[src/rtl/sad_pkg.sv]
`default_nettype none
// ============================================================================
// Module     : sad_pkg
// Purpose    : Shared definitions for the SAD absolute-difference accumulator:
//              default pixel width and block size, result-width derivation,
//              and the accumulator FSM state encoding.
// Ports      : none (package)
// Revision   : 1.0 - initial release
// ============================================================================
package sad_pkg;

  localparam int PIX_W_DEFAULT = 8;
  localparam int BLK_N_DEFAULT = 16;

  // Result width that can hold BLK_N * (2^PIX_W - 1) without overflow.
  function automatic int sad_width(input int pix_w, input int blk_n);
    return pix_w + $clog2(blk_n);
  endfunction

  typedef enum logic [1:0] {
    ST_ACCUM = 2'd0,
    ST_DRAIN = 2'd1,
    ST_HOLD  = 2'd2
  } sad_state_t;

endpackage
`default_nettype wire

[src/rtl/abs_diff.sv]
`default_nettype none
// ============================================================================
// Module     : abs_diff
// Purpose    : Combinational |a - b| for unsigned pixels. A ripple chain of
//              one-bit adder cells forms a + ~b + 1; a clear carry-out means
//              a < b, in which case the raw result is negated (invert, +1).
// Ports      : a    - input  [PIX_W-1:0] minuend pixel
//              b    - input  [PIX_W-1:0] subtrahend pixel
//              diff - output [PIX_W-1:0] absolute difference
// Revision   : 1.0 - initial release
// ============================================================================
module abs_diff
  import sad_pkg::*;
#(
  parameter int PIX_W = PIX_W_DEFAULT
) (
  input  logic [PIX_W-1:0] a,
  input  logic [PIX_W-1:0] b,
  output logic [PIX_W-1:0] diff
);

  logic [PIX_W:0]   carry;
  logic [PIX_W-1:0] b_n;
  logic [PIX_W-1:0] raw;
  logic             neg;

  assign b_n      = ~b;
  assign carry[0] = 1'b1;  // the +1 of two's-complement subtraction

  for (genvar i = 0; i < PIX_W; i++) begin : g_ripple
    assign raw[i]       = a[i] ^ b_n[i] ^ carry[i];
    assign carry[i+1]   = (a[i] & b_n[i]) | (carry[i] & (a[i] ^ b_n[i]));
  end

  // Extending to PIX_W+1 bits would put 0 + 1 + carry in the top cell, whose
  // carry-out equals carry[PIX_W]; so the PIX_W-bit chain's carry is the sign.
  assign neg  = ~carry[PIX_W];
  assign diff = (raw ^ {PIX_W{neg}}) + {{(PIX_W-1){1'b0}}, neg};

endmodule
`default_nettype wire

[src/rtl/sad_abs_diff_accum.sv]
`default_nettype none
// ============================================================================
// Module     : sad_abs_diff_accum
// Purpose    : Pipelined SAD block accumulator. Takes one pixel pair per
//              accepted cycle, registers |a-b|, sums BLK_N differences and
//              presents the block total on a valid/ready output.
// Ports      : i_clk        - input         clock, rising edge
//              i_rst        - input         synchronous active-high reset
//              i_valid      - input         pixel pair present
//              i_a, i_b     - input  [PIX_W] current / reference pixel
//              o_ready      - output        pair accepted this cycle if valid
//              o_sad        - output [SAD_W] completed block SAD
//              o_sad_valid  - output        o_sad holds a result
//              i_sad_ready  - input         consumer takes o_sad
// Revision   : 1.0 - initial release
// ============================================================================
module sad_abs_diff_accum
  import sad_pkg::*;
#(
  parameter int PIX_W = PIX_W_DEFAULT,
  parameter int BLK_N = BLK_N_DEFAULT,
  parameter int SAD_W = sad_width(PIX_W, BLK_N)
) (
  input  logic             i_clk,
  input  logic             i_rst,
  input  logic             i_valid,
  input  logic [PIX_W-1:0] i_a,
  input  logic [PIX_W-1:0] i_b,
  output logic             o_ready,
  output logic [SAD_W-1:0] o_sad,
  output logic             o_sad_valid,
  input  logic             i_sad_ready
);

  localparam int             CNT_W    = $clog2(BLK_N);
  localparam logic [CNT_W-1:0] CNT_LAST = CNT_W'(BLK_N - 1);

  sad_state_t       state;
  sad_state_t       state_next;
  logic [CNT_W-1:0] cnt;
  logic [PIX_W-1:0] diff_comb;
  logic [PIX_W-1:0] d;
  logic             d_vld;
  logic             d_first;
  logic [SAD_W-1:0] acc;
  logic             accept;
  logic             load_sad;
  logic             clr_sad;

  abs_diff #(
    .PIX_W (PIX_W)
  ) u_abs_diff (
    .a    (i_a),
    .b    (i_b),
    .diff (diff_comb)
  );

  // Decoded from registered state and reset only.
  assign o_ready = (state == ST_ACCUM) && !i_rst;
  assign accept  = i_valid && o_ready;

  // --------------------------------------------------------------------------
  // FSM
  // --------------------------------------------------------------------------
  always_ff @(posedge i_clk) begin
    if (i_rst) begin
      state <= ST_ACCUM;
    end else begin
      state <= state_next;
    end
  end

  always_comb begin
    state_next = state;
    load_sad   = 1'b0;
    clr_sad    = 1'b0;
    case (state)
      ST_ACCUM: begin
        if (accept && (cnt == CNT_LAST)) begin
          state_next = ST_DRAIN;
        end
      end
      ST_DRAIN: begin
        // Wait for the last difference to land in acc before publishing.
        if (!d_vld) begin
          load_sad   = 1'b1;
          state_next = ST_HOLD;
        end
      end
      ST_HOLD: begin
        if (i_sad_ready) begin
          clr_sad    = 1'b1;
          state_next = ST_ACCUM;
        end
      end
      default: begin
        state_next = ST_ACCUM;
      end
    endcase
  end

  // --------------------------------------------------------------------------
  // Datapath: difference register, counter, accumulator, result register
  // --------------------------------------------------------------------------
  always_ff @(posedge i_clk) begin
    if (i_rst) begin
      cnt     <= '0;
      d       <= '0;
      d_vld   <= 1'b0;
      d_first <= 1'b0;
      acc     <= '0;
    end else begin
      d_vld <= accept;
      if (accept) begin
        d       <= diff_comb;
        // cnt wraps naturally after the BLK_N-th accept (BLK_N is a power of
        // two), so cnt==0 tags the first pair of a block.
        d_first <= (cnt == '0);
        cnt     <= cnt + 1'b1;
      end
      if (d_vld) begin
        acc <= (d_first ? '0 : acc) + {{(SAD_W-PIX_W){1'b0}}, d};
      end
    end
  end

  always_ff @(posedge i_clk) begin
    if (i_rst) begin
      o_sad       <= '0;
      o_sad_valid <= 1'b0;
    end else if (load_sad) begin
      o_sad       <= acc;
      o_sad_valid <= 1'b1;
    end else if (clr_sad) begin
      o_sad_valid <= 1'b0;
    end
  end

endmodule
`default_nettype wire

[config.mk]
export PLATFORM = sky130hd
export DESIGN_NAME = sad_abs_diff_accum
export DESIGN_NICKNAME = d
export VERILOG_FILES = /design/src/rtl/sad_pkg.sv /design/src/rtl/abs_diff.sv /design/src/rtl/sad_abs_diff_accum.sv
export SDC_FILE = /design/constraint.sdc
export NUM_CORES = 1
export LEC_CHECK = 0
export ABC_AREA = 1
export CAP_MARGIN = 40
export CORE_ASPECT_RATIO = 0.5
export CORE_MARGIN = 8
export CORE_UTILIZATION = 45
export CTS_CLUSTER_SIZE = 30
export DETAILED_ROUTE_END_ITERATION = 16
export PLACE_DENSITY = 0.67
export SETUP_SLACK_MARGIN = 0.02
export SLEW_MARGIN = 20
export SYNTH_ARGS = -nofsm -noshare
export SYNTH_HDL_FRONTEND = slang
export SYNTH_HIERARCHICAL = 1
export SYNTH_SLANG_ARGS = --single-unit
[constraint.sdc]
create_clock -name i_clk -period 6.6 [get_ports i_clk]
set_input_delay 1.65 -clock i_clk [delete_from_list [all_inputs] [get_ports i_clk]]
set_output_delay 1.65 -clock i_clk [all_outputs]
set_load 0.02 [all_outputs]
==> flow_metrics.tcl, run 1 <==
# flow metrics
set metrics [dict create \
    r2r-start "d_first$_SDFFE_PP0P_" \
    critPathArrivalTime_ns 5.87 \
    hold_viol_final 0 \
    final_cells 465 \
    synth_area_um2 2570 \
    final_antenna_net_count 0 \
    p_per_area_nw_per_um2 227.3 \
    grtUsageMet2_pct 20.79 \
    final.period_utilization_pct 86.43 \
    use_met1_pct 17.49 \
    worstPathMaxFanout 13 \
    final_core_util_pct 56.35 \
    ff_type "dfxtp_1" \
    clock_latency_ns 0.28 \
    required_ns 6.76 \
    min_path_type "reg2reg" \
    io_buffers 33 \
    synthAdderAreaFrac_pct 12.07 \
    yosys-top-cells-count "85 x nand2_1, 48 x inv_1, 41 x dfxtp_1, 41 x nand3_1, 36 x a21oi_1" \
    totalWireLength_um 5271 \
    row_count 19 \
    cap_violations 0 \
    synth_seq_share_pct 31.94 \
    routedWlPerCell_um 11.34 \
    edf_count 0 \
    whs_endpoint "o_sad_valid$_SDFFE_PP0P_" \
    ys_sh_mux_pct 0 \
    grt_setup_unrepaired "false" \
    syn2layout_area_growth_pct 20.40 \
    post_route_cells_drive_above_1_share_pct 8.163 \
    clockRootBuffer "clkbuf_16" \
    syn-mean-instance-area_um2 7.080 \
    synth_top_area_share_pct 31.94 \
    synthXorXnorAreaFrac_pct 2.386 \
    outcome "completed" \
    ys_ff 41 \
]
==> run 1: worst max-delay path, stage by stage <==
cell             delay (ns)
clkdlybuf4s50_1        0.45
ha_1                   0.13
inv_1                  0.04
fa_1                   0.37
fa_1                   0.39
fa_1                   0.39
fa_1                   0.41
fa_1                   0.38
inv_1                  0.08
fa_1                   0.17
fa_1                   0.52
nand2_1                0.20
inv_1                  0.09
ha_1                   0.19
nand3_2                0.11
o21ai_1                0.13
nand2_1                0.06
nand2_1                0.06
nand2_1                0.05
==> run 1: worst max-delay path by stage <==
stage	cells after the start	endpoint	slack [ns]	from
finish	19	d[6]$_SDFFE_PP0P_	0.90	i_b[0]
global route	18	d[5]$_SDFFE_PP0P_	0.59	i_b[0]
CTS	19	d[6]$_SDFFE_PP0P_	0.88	i_b[0]
detailed placement	19	d[6]$_SDFFE_PP0P_	0.60	i_b[0]
global placement	19	d[6]$_SDFFE_PP0P_	0.71	i_b[0]
floorplan	19	d[6]$_SDFFE_PP0P_	1.43	i_a[0]
==> run 1: final cells by class <==
cell class	instances	area (µm²)	share of cell area, %
clock inverter	2	37.54	1.213
multi-input combinational	257	1473	47.59
timing repair buffer	34	337.8	10.92
sequential	41	820.8	26.53
inverter	52	195.2	6.308
tap	73	91.34	2.952
clock buffer	6	138.9	4.488
==> run 1: registers in the layout (all words and copies together), names as in the netlist <==
name,cells
state,2
d_vld,1
o_sad_valid,1
cnt,4
d,8
acc,12
d_first,1
o_sad,12
==> run 1: report_power, final <==
| part | internal, mW | switching (mW) |
|---|---|---|
| logic | 0.0594 | 0.0898 |
| registers | 0.261 | 0.0123 |
| clock network | 0.188 | 0.0925 |
| total | 0.509 | 0.195 |
run_1/clock_nets.png
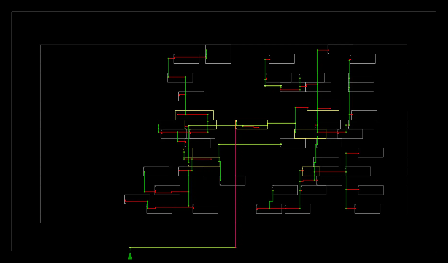
seq_cells: 41
Num CTS Buffers: 5
clock sink count: 41

run_1/route_heat.png
(4 px per µm) The die is cut into 25 by 14 equal tiles; black is low, pale yellow is high, scaled to the fullest tile. Values are wire area over tile area, all layers added.
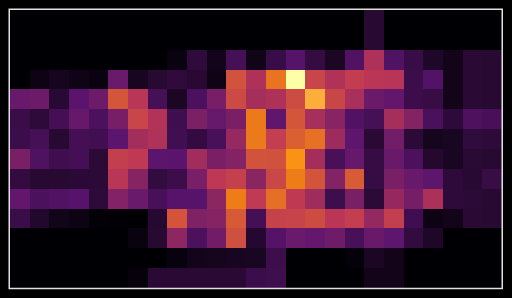
- densest ninth of the die: center
- nearly empty tiles: 29%
- fullest tile: 0.52
- mean over tiles: 0.10
- tiles over half the peak: 11%

run_1/m3.png
(4 px per µm)
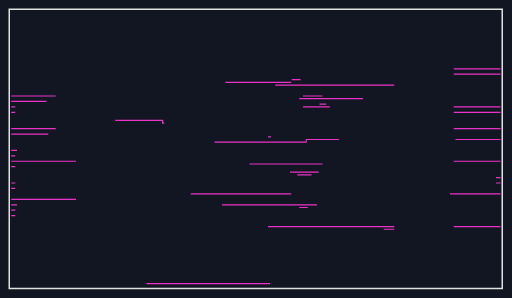
- share of all routed wire: 8.5%
- longest straight run: 31.3 µm

==> run 2, diff against run 1 <==
--- a/config.mk
+++ b/config.mk
@@ -14,7 +14,7 @@
 export DETAILED_ROUTE_END_ITERATION = 16
 export PLACE_DENSITY = 0.67
 export SETUP_SLACK_MARGIN = 0.02
-export SLEW_MARGIN = 20
+export SKIP_CTS_REPAIR_TIMING = 1
 export SYNTH_ARGS = -nofsm -noshare
 export SYNTH_HDL_FRONTEND = slang
 export SYNTH_HIERARCHICAL = 1
run_2/sizing.png
(4 px per µm)
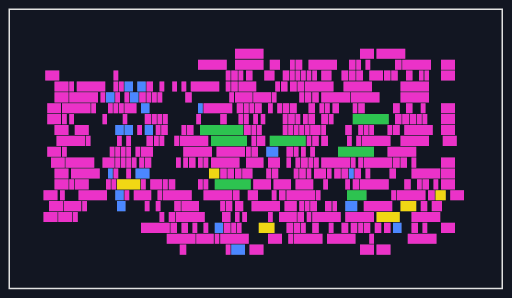
- blue: x2 (cells 19; share 4.8%; most used nand2_2)
- green: x6 and larger (cells 7; share 1.8%; most used clkbuf_16)
- magenta: x1 and smaller (cells 360; share 92%; most used nand2_1)
- yellow: x3 and x4 (cells 6; share 1.5%; most used nor3_4)

==> run 2 against run 1 <==
Net effect: worst hold slack unchanged; sequential share of layout area unchanged; flip-flop count unchanged; critical endpoint unchanged.
==> flow_metrics.tcl, run 2 <==
# flow metrics
set metrics [dict create \
    hold_viol_final 0 \
    edf_count 0 \
    synth_seq_share_pct 31.94 \
    final.setup.worst_slack_ns 0.8956 \
    grtUsageTotal_pct 13.26 \
    warning_count 27 \
    die_width_um 122.9 \
    synth.area.top_cells "dfxtp_1 32%, nand2_1 12%, nand3_1 8.0%, a21oi_1 7.0%, inv_1 7.0%" \
    lay_top_count "nand2_1" \
    p_per_area_nw_per_um2 227.3 \
    critPathArrivalTime_ns 5.87 \
    min_path_type "reg2reg" \
    final_antenna_net_count 0 \
    gp_congestion 0.8772 \
    cp_cell_sequence "clkdlybuf4s50_1 -> ha_1 -> inv_1 -> fa_1 -> fa_1 -> fa_1 -> fa_1 -> fa_1 -> inv_1 -> fa_1 -> fa_1 -> nand2_1 -> inv_1 -> ha_1 -> nand3_2 -> o21ai_1 -> nand2_1 -> nand2_1 -> nand2_1" \
    switching_share_pct 27.68 \
    ioPinCount 34 \
    cp_slowest_cell "fa_1" \
    top_regs "acc x12, o_sad x12, d x8" \
    outcome "completed" \
    finalPower_mw 0.7032 \
    cts_buffers 5 \
    critPathMaxStageDelay_ns 0.52 \
    cp-end-kind "register" \
    yosys-top-cells-count "85 x nand2_1, 48 x inv_1, 41 x dfxtp_1, 41 x nand3_1, 36 x a21oi_1" \
    synth_area_um2 2570 \
    cp-start-kind "primary input" \
    p_seq_mw 0.273 \
    clock_sinks 41 \
    p_leak_nw 1.398 \
    fin_setup_tns_ns 0 \
    hpwl_um 4164 \
    antenna_cells 0 \
    yosys-stat-cells 363 \
    p_clk_mw 0.281 \
    cts_tree "done" \
    ff_type "dfxtp_1" \
    required_ns 6.76 \
    final_core_util_pct 56.35 \
    clock_skew_ns 0.004667 \
    clockRootBuffer "clkbuf_16" \
    maxSlewViolCount 0 \
    holdWs_ns 0.4574 \
    powerComb_mw 0.149 \
    clkPwrFrac_pct 40.0 \
    maxPowerGroup "clock" \
    p_seq_share_pct 38.8 \
    fin_nets 431 \
    pre_cts_ws_ns 0.5952 \
    most_common_cell "nand2_1" \
    synthesis.instances 363 \
    post_drt_via_cell_ratio 4.888 \
    vdd_drop_max_mv 0.1489 \
    grt_max_degree 28 \
    io_buffers 33 \
    core_area_um2 5492 \
    overflow 0 \
    cap_violations 0 \
    post_route_cells_drive_above_1_share_pct 8.163 \
    grt_setup_unrepaired "false" \
    grt_pass1_vias 2179 \
    final_cells 465 \
    p_sw_mw 0.1946 \
    final_cell_area_um2 3094 \
    routedWlPerCell_um 11.34 \
    syn2layout_area_growth_pct 20.40 \
    worstPathMaxFanout 13 \
    clkTransAtPathRegs_ns 0.06 \
    cts_htree_levels 2 \
    vias 2273 \
    worst_pin_slew_ns 0.5334 \
    drc 0 \
    ys_ff 41 \
    clock_latency_ns 0.28 \
    final_cell_mix "85 x nand2_1, 48 x inv_1, 41 x nand3_1, 41 x dfxtp_1, 36 x a21oi_1" \
    min_period_ns 5.704 \
    synth_top_area_share_pct 31.94 \
    place_inst 457 \
    syn-mean-instance-area_um2 7.080 \
    totalWireLength_um 5271 \
    comb_power_share_pct 21.2 \
    critPathMostFrequentCell "fa_1" \
    drtIter0Drc 153 \
    async_flop_share_pct 0 \
    worstSetupPathType "in2reg" \
    row_count 19 \
    p_int_mw 0.5086 \
    grt_pass1_wl_um 9556 \
    final.period_utilization_pct 86.43 \
    ys_area_um2 2570 \
]
run_2/ff_map.png
(4 px per µm) Other sequential cells in the stronger gray, the rest of the logic in the fainter gray.
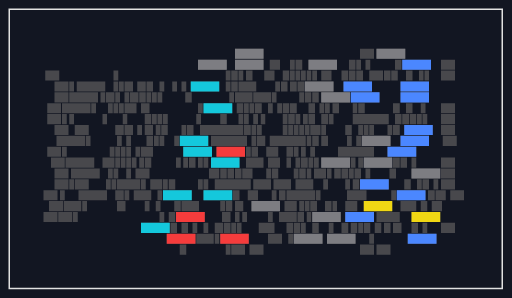
- red: cnt (placed flops 4; where south)
- yellow: state (placed flops 2)
- blue: o_sad (placed flops 12)
- cyan: d (placed flops 8; where center)
- not colored: 15

[run 2: cell counts after synthesis]
Identical to the previous run, type by type.
[run 2: per-layer routing]
layer | track usage (%) | up-vias | share of wire (%) | routed length (µm)
met3 | 3.331 | 2 | 8.4 | 445
met5 | 0 | - | 0 | 0
met4 | 3.753 | 0 | 0.68 | 36
met2 | 20.79 | 71 | 43 | 2279
met1 | 17.49 | 991 | 48 | 2509
li1 | - | 1209 | - | -
[run 2: final cells by class]
cell class                 count  area [µm²]
clock inverter                 2       37.54
multi-input combinational    257        1473
fill                         529        2397
inverter                      52       195.2
tap                           73       91.34
timing repair buffer          34       337.8
clock buffer                   6       138.9
sequential                    41       820.8
[run 2: cell families after synthesis]
kind of cell,share of synthesized area (%)
AND-OR/OR-AND,11.59
XOR/XNOR,2.386
adder cells (fa/ha/maj),12.07
buffers and inverters,10.76
flip-flops,31.94
AND/OR/NAND/NOR,31.26
[run 2: worst max-delay path: cells and delay by family]
family                   cells  cell delay, ns
AND/OR/NAND/NOR              5            0.48
AND-OR/OR-AND                1            0.13
adder cells (fa/ha/maj)      9            2.95
buffers and inverters        4            0.66
[run 2: path summary, 6_finish.rpt]
kind	start	endpoint	slack, ns	depth (start not counted)
hold reg to reg	o_sad_valid$_SDFFE_PP0P_	o_sad_valid$_SDFFE_PP0P_	0.46	2
hold / removal	o_sad_valid$_SDFFE_PP0P_	o_sad_valid$_SDFFE_PP0P_	0.46	2
setup / recovery	i_b[0]	d[6]$_SDFFE_PP0P_	0.90	19
setup reg to reg	d_first$_SDFFE_PP0P_	acc[6]$_SDFFE_PP0P_	4.54	10
